Zoomed window:
Window x 33 to 63, y 14 to 44 um. Cells in grey, sequential cells in the stronger grey; small squares are vias.
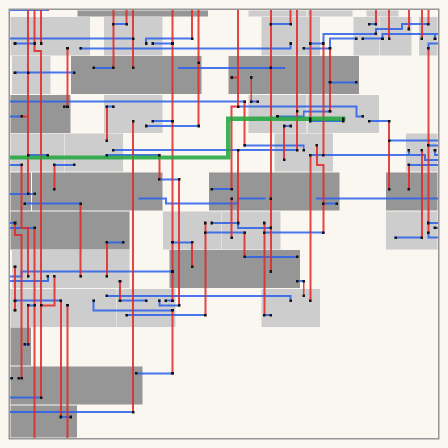
Clock wires, drivers and flops:
Scale: 4 px per um.
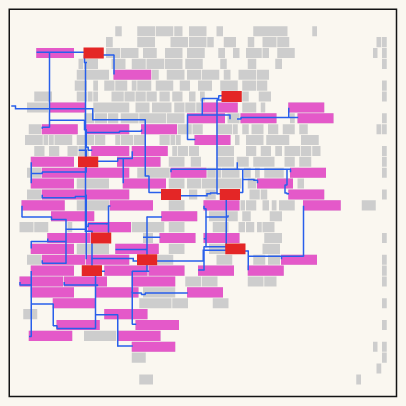
Routing congestion map:
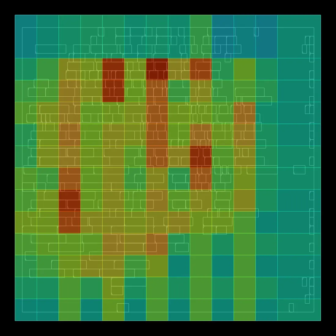
Routed metal per tile:
Scale: 4 px per um. 19 x 19 tiles, from white (low) to dark blue (high), scaled to the fullest tile. Values are wire area over tile area, all layers added.
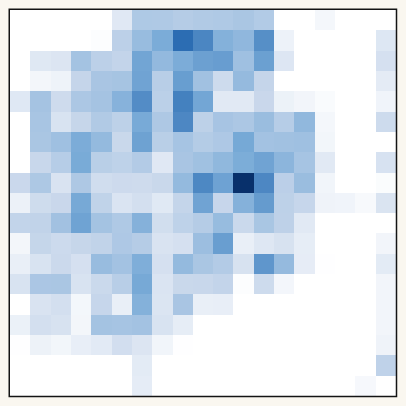
===== config.mk =====
export PLATFORM = sky130hd
export DESIGN_NAME = mmio_uart_tx
export DESIGN_NICKNAME = d
export VERILOG_FILES = /design/src/rtl/mmio_uart_tx_pkg.sv /design/src/rtl/mmio_uart_tx_fifo.sv /design/src/rtl/mmio_uart_tx.sv
export SDC_FILE = /design/constraint.sdc
export NUM_CORES = 1
export LEC_CHECK = 0
export ABC_AREA = 0
export CORE_MARGIN = 2
export CORE_UTILIZATION = 35
export DETAILED_ROUTE_END_ITERATION = 7
export GPL_ROUTABILITY_DRIVEN = 0
export PLACE_DENSITY = 0.7
export SETUP_SLACK_MARGIN = 0.1
export SLEW_MARGIN = 15
export SYNTH_ARGS = -nofsm -noshare
export SYNTH_HDL_FRONTEND = slang
export SYNTH_HIERARCHICAL = 1
export SYNTH_SLANG_ARGS = --single-unit

===== constraint.sdc =====
create_clock -name clock -period 2.43 [get_ports clock]
set_clock_uncertainty 0.05 [all_clocks]
set_input_delay 0.486 -clock clock [delete_from_list [all_inputs] [get_ports clock]]
set_output_delay 0.486 -clock clock [all_outputs]
set_load 0.01 [all_outputs]

===== src/rtl/mmio_uart_tx_pkg.sv =====
// Shared types for the hart MMIO store path and the UART transmitter:
// store-request struct, width encoding, transmitter state and status layout.
package mmio_uart_tx_pkg;

   localparam int XLEN = 32;

   // Store width as issued by the hart; the UART TX register ignores it.
   typedef enum logic [1:0] {
      WIDTH_BYTE = 2'd0,
      WIDTH_HALF = 2'd1,
      WIDTH_WORD = 2'd2
   } write_width_t;

   typedef struct packed {
      logic [XLEN-1:0] addr;
      logic [XLEN-1:0] value;
      write_width_t    width;
      logic            enable;
   } mem_write_control_t;

   typedef enum logic [1:0] {
      UART_IDLE  = 2'd0,
      UART_START = 2'd1,
      UART_DATA  = 2'd2,
      UART_STOP  = 2'd3
   } uart_tx_state_t;

   // Status word bit positions.
   localparam int UART_STATUS_BUSY      = 0;
   localparam int UART_STATUS_FULL      = 1;
   localparam int UART_STATUS_EMPTY     = 2;
   localparam int UART_STATUS_COUNT_LSB = 4;

   // Assemble the polled status word; unused bits are zero.
   function automatic logic [XLEN-1:0] uart_status(input logic       busy,
                                                   input logic       full,
                                                   input logic       empty,
                                                   input logic [3:0] count);
      logic [XLEN-1:0] s;
      s = '0;
      s[UART_STATUS_BUSY]                 = busy;
      s[UART_STATUS_FULL]                 = full;
      s[UART_STATUS_EMPTY]                = empty;
      s[UART_STATUS_COUNT_LSB +: 4]       = count;
      return s;
   endfunction

endpackage


===== src/rtl/mmio_uart_tx_fifo.sv =====
// Small synchronous FIFO with registered occupancy count. Pointers wrap
// naturally; a push and pop in the same cycle leave the count unchanged.
module sync_fifo #(
   parameter int WIDTH = 8,
   parameter int DEPTH = 4
) (
   input  logic                       clock,
   input  logic                       reset,
   input  logic                       push,
   input  logic                       pop,
   input  logic [WIDTH-1:0]           w_data,
   output logic [WIDTH-1:0]           r_data,
   output logic                       full,
   output logic                       empty,
   output logic [$clog2(DEPTH):0]     count
);

   localparam int PTR_W = $clog2(DEPTH);
   localparam int CNT_W = PTR_W + 1;
   localparam logic [PTR_W-1:0] PTR_ONE = PTR_W'(1);
   localparam logic [CNT_W-1:0] CNT_ONE = CNT_W'(1);
   localparam logic [CNT_W-1:0] CNT_MAX = CNT_W'(DEPTH);

   logic [WIDTH-1:0] mem [DEPTH];
   logic [PTR_W-1:0] wr_ptr;
   logic [PTR_W-1:0] rd_ptr;
   logic             do_push;
   logic             do_pop;

   // Overflow/underflow requests are dropped rather than corrupting state.
   assign do_push = push && !full;
   assign do_pop  = pop && !empty;

   assign full   = (count == CNT_MAX);
   assign empty  = (count == '0);
   assign r_data = mem[rd_ptr];

   // Storage write; contents need no reset because count gates visibility.
   always_ff @(posedge clock) begin
      if (do_push) mem[wr_ptr] <= w_data;
   end

   // Pointer and occupancy bookkeeping.
   always_ff @(posedge clock or posedge reset) begin
      if (reset) begin
         wr_ptr <= '0;
         rd_ptr <= '0;
         count  <= '0;
      end else begin
         if (do_push) wr_ptr <= wr_ptr + PTR_ONE;
         if (do_pop)  rd_ptr <= rd_ptr + PTR_ONE;
         case ({do_push, do_pop})
            2'b10:   count <= count + CNT_ONE;
            2'b01:   count <= count - CNT_ONE;
            default: count <= count;
         endcase
      end
   end

endmodule


===== src/rtl/mmio_uart_tx.sv =====
// Memory-mapped UART transmitter: accepts hart byte stores at TX_ADDR into a
// FIFO, serialises them as 8N1 frames on tx, and exposes a polled status word.
module mmio_uart_tx
   import mmio_uart_tx_pkg::*;
#(
   parameter logic [XLEN-1:0] TX_ADDR      = 32'h0000_1000,
   parameter int              CLKS_PER_BIT = 16,
   parameter int              FIFO_DEPTH   = 4
) (
   input  logic               clock,
   input  logic               reset,
   input  mem_write_control_t memory_mapped_io_control,
   output logic               memory_mapped_io_write_complete,
   output logic [XLEN-1:0]    memory_mapped_io_r_data,
   output logic               tx
);

   localparam int CNT_W  = $clog2(FIFO_DEPTH) + 1;
   localparam int BAUD_W = $clog2(CLKS_PER_BIT);
   localparam logic [BAUD_W-1:0] BAUD_LAST = BAUD_W'(CLKS_PER_BIT - 1);
   localparam logic [BAUD_W-1:0] BAUD_ONE  = BAUD_W'(1);

   // Handshake: the hart holds enable (with addr/value) high until it sees a
   // one-cycle write_complete pulse. armed allows exactly one completion per
   // enable assertion; it re-arms on any cycle with enable low. A mapped store
   // with a full FIFO is simply not completed, so the hart keeps waiting.
   logic armed;
   logic addr_hit;
   logic do_accept;
   logic do_discard;

   logic             fifo_push;
   logic             fifo_pop;
   logic [7:0]       fifo_r_data;
   logic             fifo_full;
   logic             fifo_empty;
   logic [CNT_W-1:0] fifo_count;

   uart_tx_state_t    state;
   logic [BAUD_W-1:0] baud_cnt;
   logic [2:0]        bit_idx;
   logic [7:0]        shift;
   logic              baud_last;

   // Upper value bits and the width encoding have no effect on this register.
   logic unused_ctrl_bits;
   assign unused_ctrl_bits = ^{memory_mapped_io_control.value[XLEN-1:8],
                               memory_mapped_io_control.width};

   assign addr_hit   = (memory_mapped_io_control.addr == TX_ADDR);
   assign do_accept  = memory_mapped_io_control.enable && armed && addr_hit && !fifo_full;
   assign do_discard = memory_mapped_io_control.enable && armed && !addr_hit;
   assign fifo_push  = do_accept;

   assign baud_last = (baud_cnt == BAUD_LAST);
   // Pop from IDLE, or at the end of STOP for a back-to-back frame.
   assign fifo_pop  = !fifo_empty &&
                      ((state == UART_IDLE) || ((state == UART_STOP) && baud_last));

   sync_fifo #(
      .WIDTH (8),
      .DEPTH (FIFO_DEPTH)
   ) u_fifo (
      .clock  (clock),
      .reset  (reset),
      .push   (fifo_push),
      .pop    (fifo_pop),
      .w_data (memory_mapped_io_control.value[7:0]),
      .r_data (fifo_r_data),
      .full   (fifo_full),
      .empty  (fifo_empty),
      .count  (fifo_count)
   );

   // Arming flag and registered completion pulse.
   always_ff @(posedge clock or posedge reset) begin
      if (reset) begin
         armed                           <= 1'b1;
         memory_mapped_io_write_complete <= 1'b0;
      end else begin
         memory_mapped_io_write_complete <= do_accept || do_discard;
         if (!memory_mapped_io_control.enable) armed <= 1'b1;
         else if (do_accept || do_discard)     armed <= 1'b0;
      end
   end

   // Transmit FSM: baud counter, bit index, shift register and registered tx.
   always_ff @(posedge clock or posedge reset) begin
      if (reset) begin
         state    <= UART_IDLE;
         baud_cnt <= '0;
         bit_idx  <= '0;
         shift    <= '0;
         tx       <= 1'b1;
      end else begin
         case (state)
            UART_IDLE: begin
               tx       <= 1'b1;
               baud_cnt <= '0;
               if (fifo_pop) begin
                  shift <= fifo_r_data;
                  tx    <= 1'b0;
                  state <= UART_START;
               end
            end
            UART_START: begin
               if (baud_last) begin
                  baud_cnt <= '0;
                  bit_idx  <= '0;
                  tx       <= shift[0];
                  state    <= UART_DATA;
               end else begin
                  baud_cnt <= baud_cnt + BAUD_ONE;
               end
            end
            UART_DATA: begin
               if (baud_last) begin
                  baud_cnt <= '0;
                  if (bit_idx == 3'd7) begin
                     tx    <= 1'b1;
                     state <= UART_STOP;
                  end else begin
                     bit_idx <= bit_idx + 3'd1;
                     shift   <= {1'b0, shift[7:1]};
                     tx      <= shift[1];
                  end
               end else begin
                  baud_cnt <= baud_cnt + BAUD_ONE;
               end
            end
            UART_STOP: begin
               if (baud_last) begin
                  baud_cnt <= '0;
                  if (fifo_pop) begin
                     shift <= fifo_r_data;
                     tx    <= 1'b0;
                     state <= UART_START;
                  end else begin
                     tx    <= 1'b1;
                     state <= UART_IDLE;
                  end
               end else begin
                  baud_cnt <= baud_cnt + BAUD_ONE;
               end
            end
            default: begin
               tx       <= 1'b1;
               baud_cnt <= '0;
               state    <= UART_IDLE;
            end
         endcase
      end
   end

   // Status word from registered state only; independent of addr.
   always_comb begin
      memory_mapped_io_r_data = uart_status(state != UART_IDLE, fifo_full, fifo_empty,
                                            4'(fifo_count));
   end

endmodule


==> out/metrics.yaml <==
outcome:
  result_of_the_run: "complete, no violations"
floorplan:
  taps: 105
  floorplan.core_area_sq_um: 8260
  floorplan.die_area_sq_um: 9300
  core_util_floorplan_pct: 36.2
  die-width_um: 96.4
  ioPinCount: 103
  die.size.y_um: 96.4
  core.rowCount: 33
global_route:
  first_global_vias: 1769
  grt_overflow: 0
  grt_max_degree: 21
  antenna_violations_before_repair: 0
  top_usage_layer: "met2"
  grt_pass1_wl_mm: 8.42
final_layout:
  number_of_filler_cells_placed_in_the_layout: 717
  layout.clock_buffers: 9
  layout.cells.most_common: "sky130_fd_sc_hd__edfxtp_1"
  nNonClkInverters: 12
  ff_count: 59
  final_cells: 397
  nNonClkBuffers: 71
  seq_area_share_pct: 42.3
  drive_gt1_share_pct: 37.7
  antennaDiodeCount: 0
  final_cell_mix: "32 x sky130_fd_sc_hd__edfxtp_1, 26 x sky130_fd_sc_hd__conb_1, 22 x sky130_fd_sc_hd__dfrtp_1"
  clock_cell_area_share_pct: 4.55
  leading_cell_kind: "flip-flops and latches"
  area.share.combinational_pct: 32.6
  mi_logic_area_sq_um: 1270
  final_design_area_no_fill_sq_um: 3880
  areaGrowthSynthToFinish_pct: 29.7
  signal_buffer_area_fraction_pct: 15.9
  seqCellArea_sq_um: 1640
  comb_cells: 134
  fin_nets: 370
sta:
  unrepaired_setup_endpoints_after_global_routing: "true"
  setup_viol: 0
  finalMaxSlewViolations: 0
  timing.final.hold_violations: 0
  relSlewSlack_pct: 61.0
  aggregate_negative_setup_slack_ns: 0
  final.period_utilization_pct: 94.0
  maxClockFrequency_mhz: 438
  final_period_minus_worst_setup_slack_ns: 2.28
  worst_slew_pin_slew_ns: 0.583
  hold_slack_ns: 0.366
  worst_slack_ns: 0.146
synthesis:
  syn_inst: 213
  syn-mean-instance-area_sq_um: 14.0
  yosys-stat-area_sq_um: 2990
  synth-main-ff-cell: "sky130_fd_sc_hd__edfxtp_1"
  edf_count: 32
  synth_top_cell_by_count: "sky130_fd_sc_hd__edfxtp_1"
  synth.top_cell.area_share_pct: 32.1
  asyncSetResetFlopFracSynth_pct: 45.8
  yosys-stat-cells: 213
  commonest_cells_post_synth: "32 x sky130_fd_sc_hd__edfxtp_1, 28 x sky130_fd_sc_hd__buf_4, 25 x sky130_fd_sc_hd__dfrtp_1, 17 x sky130_fd_sc_hd__mux2_2, 13 x sky130_fd_sc_hd__ha_1"
  netlist_area_before_placement_sq_um: 2990
  postSynthSeqShare_pct: 54.8
  post_synth_num_cell_types: 46
  yosys_warnings: 6
  synthDominantAreaCellType: "sky130_fd_sc_hd__edfxtp_1"
  synth_flops: 59
  area_leaders: "sky130_fd_sc_hd__edfxtp_1 32%, sky130_fd_sc_hd__dfrtp_1 21%, sky130_fd_sc_hd__buf_4 7.0%"
power:
  leakagePower_uw: 0.00166
  power_leader: "sequential cells"
  power_switching_share_pct: 23.9
  switchingPower_uw: 464
  worst_ir_drop_vdd_mv: 0.449
  internal_power_uw: 1480
  comb-power_uw: 101
  clk-power_uw: 784
  share_seq_of_total_power_pct: 54.5
  combinationalPowerShare_pct: 5.2
  p_per_area_nw_per_um2: 501
  pg_seq_uw: 1060
clock_tree:
  htree_levels: 3
  cts_hold_repair.buffers: 0
  tritoncts_num_sinks: 59
  inserted_clock_buffers: 9
  post_cts_resized: 29
  post-cts-setup-buffers: 4
  clk_pin_slew_worst_paths_ns: 0.07
  max-clock-path-buffers: 2
  cts_tree: "done"
  clock-root-buffer: "sky130_fd_sc_hd__clkbuf_8"
worst_setup_path:
  cp-start-kind: "register"
  critical_path_arrival_ns: 1.75
  worst-r2r-cell-count: 10
  count_of_cell_instances_traversed_by_the_critical_path: 2
  cells_along_the_critical_path: "nor3_2 > clkdlybuf4s50_1"
  r2r_setup_slack_ns: 0.24
  critical_path.top_delay_family: "buffers and inverters"
  timing.setup.critical_path_class: "reg2out"
  critPathRequiredTime_ns: 1.89
  critical_path.endpoint_type: "output port"
  path_buffers: 1
  critPathSlowestCell: "sky130_fd_sc_hd__clkdlybuf4s50_1"
  crit_path_start: "u_fifo/count[0]"
  terminus_of_the_critical_flop_to_flop_path: "u_fifo/count[2]"
  crit-reg2reg-launch: "state[0]"
  cp_max_fo: 5
  timing.critical_path.slowest_cell_delay_ns: 0.61
  critical_path.endpoint: "memory_mapped_io_r_data[2]"
routing:
  drt_first_iter_violations: 36
  viasPerCell: 4.65
  drtPass1Iterations: 4
  drc: 0
  top_layer_used: "met4"
  met3RoutedLength_um: 219
  met2_length_mm: 3.01
  drt.antenna.violating_nets: 0
  m1WireLength_mm: 2.32
flow_run:
  maxCapViolations: 0
  openroad.warnings: 61
place:
  place_hpwl_mm: 3.95
  post_dp_cell_area_sq_um: 3610
  placed_cells: 373
  buffer_ports.inserted: 50
  worst_slack_placed_ns: -0.400
min_path:
  worst_hold_path_type: "in2async"
-- 'zoomed window' (at the start) --
legend:
  green:
    layer: metal 3
  red:
    layer: metal 2
  blue:
    layer: metal 1
cells with their middle in the window: 28
netlist names of flops here include: shift (5), u_fifo/mem (2)
most frequent: mux2_2 (11), dfrtp_1 (5), mux4_2 (3)
sequential cells in the window: 7

-- 'clock wires, drivers and flops' (at the start) --
legend:
  magenta:
    item: flip-flops
    count: 59
  red:
    item: clock drivers
    count: 9
  blue:
    item: clock wires
    length: 747 um
routed clock nets: 10
Clock Latency Late Sink: 0.34 ns
proportion of power drawn by the clock network: 40.3%

-- 'routing congestion map' (at the start) --
met1 Usage GRT: 15.9%
met3 capacity usage during global routing: 2.56%
met2 track demand over resource in global routing: 19.2%

-- 'routed metal per tile' (at the start) --
emptiest ninth of the die: south-east
nearly empty tiles: 34%
densest ninth of the die: north
tiles over half the peak: 7.5%
detail-routed net length per standard cell: 14.2 um
combined global-route utilization of all metal layers: 12.1%
total length of routed wires: 5.62 mm
total vias in the final route: 1847

through the flow:
stage               utilization (%)  total power, uW
CTS                            46.3             1970
finish                         47.0             1940
global route                   47.0             2020
floorplan                         -             1140
global placement               43.7             1190
detailed placement             43.7             1190
registers in the layout, summed over array words and instances (netlist names):
signal / flops
state: 2
u_fifo/count: 3
u_fifo/mem: 32
baud_cnt: 4
shift: 8
tx: 1
u_fifo/rd_ptr: 2
bit_idx: 3
armed: 1
memory_mapped_io_write_complete: 1
u_fifo/wr_ptr: 2
cells by family (layout without fill, tap and decap cells):
kind of cell    Yosys count  after routing  synth area share, %
buf+inv                  45             99                 9.25
other cells               1             26                0.125
compound gates           21             21                 5.90
flops                    59             59                 54.8
xor+xnor                  7              7                 2.05
mux                      28             28                 13.7
simple gates             38             38                 8.03
fa+ha+maj                14             14                 6.11
No activity file was given, so power comes from the tool's default toggle rates.
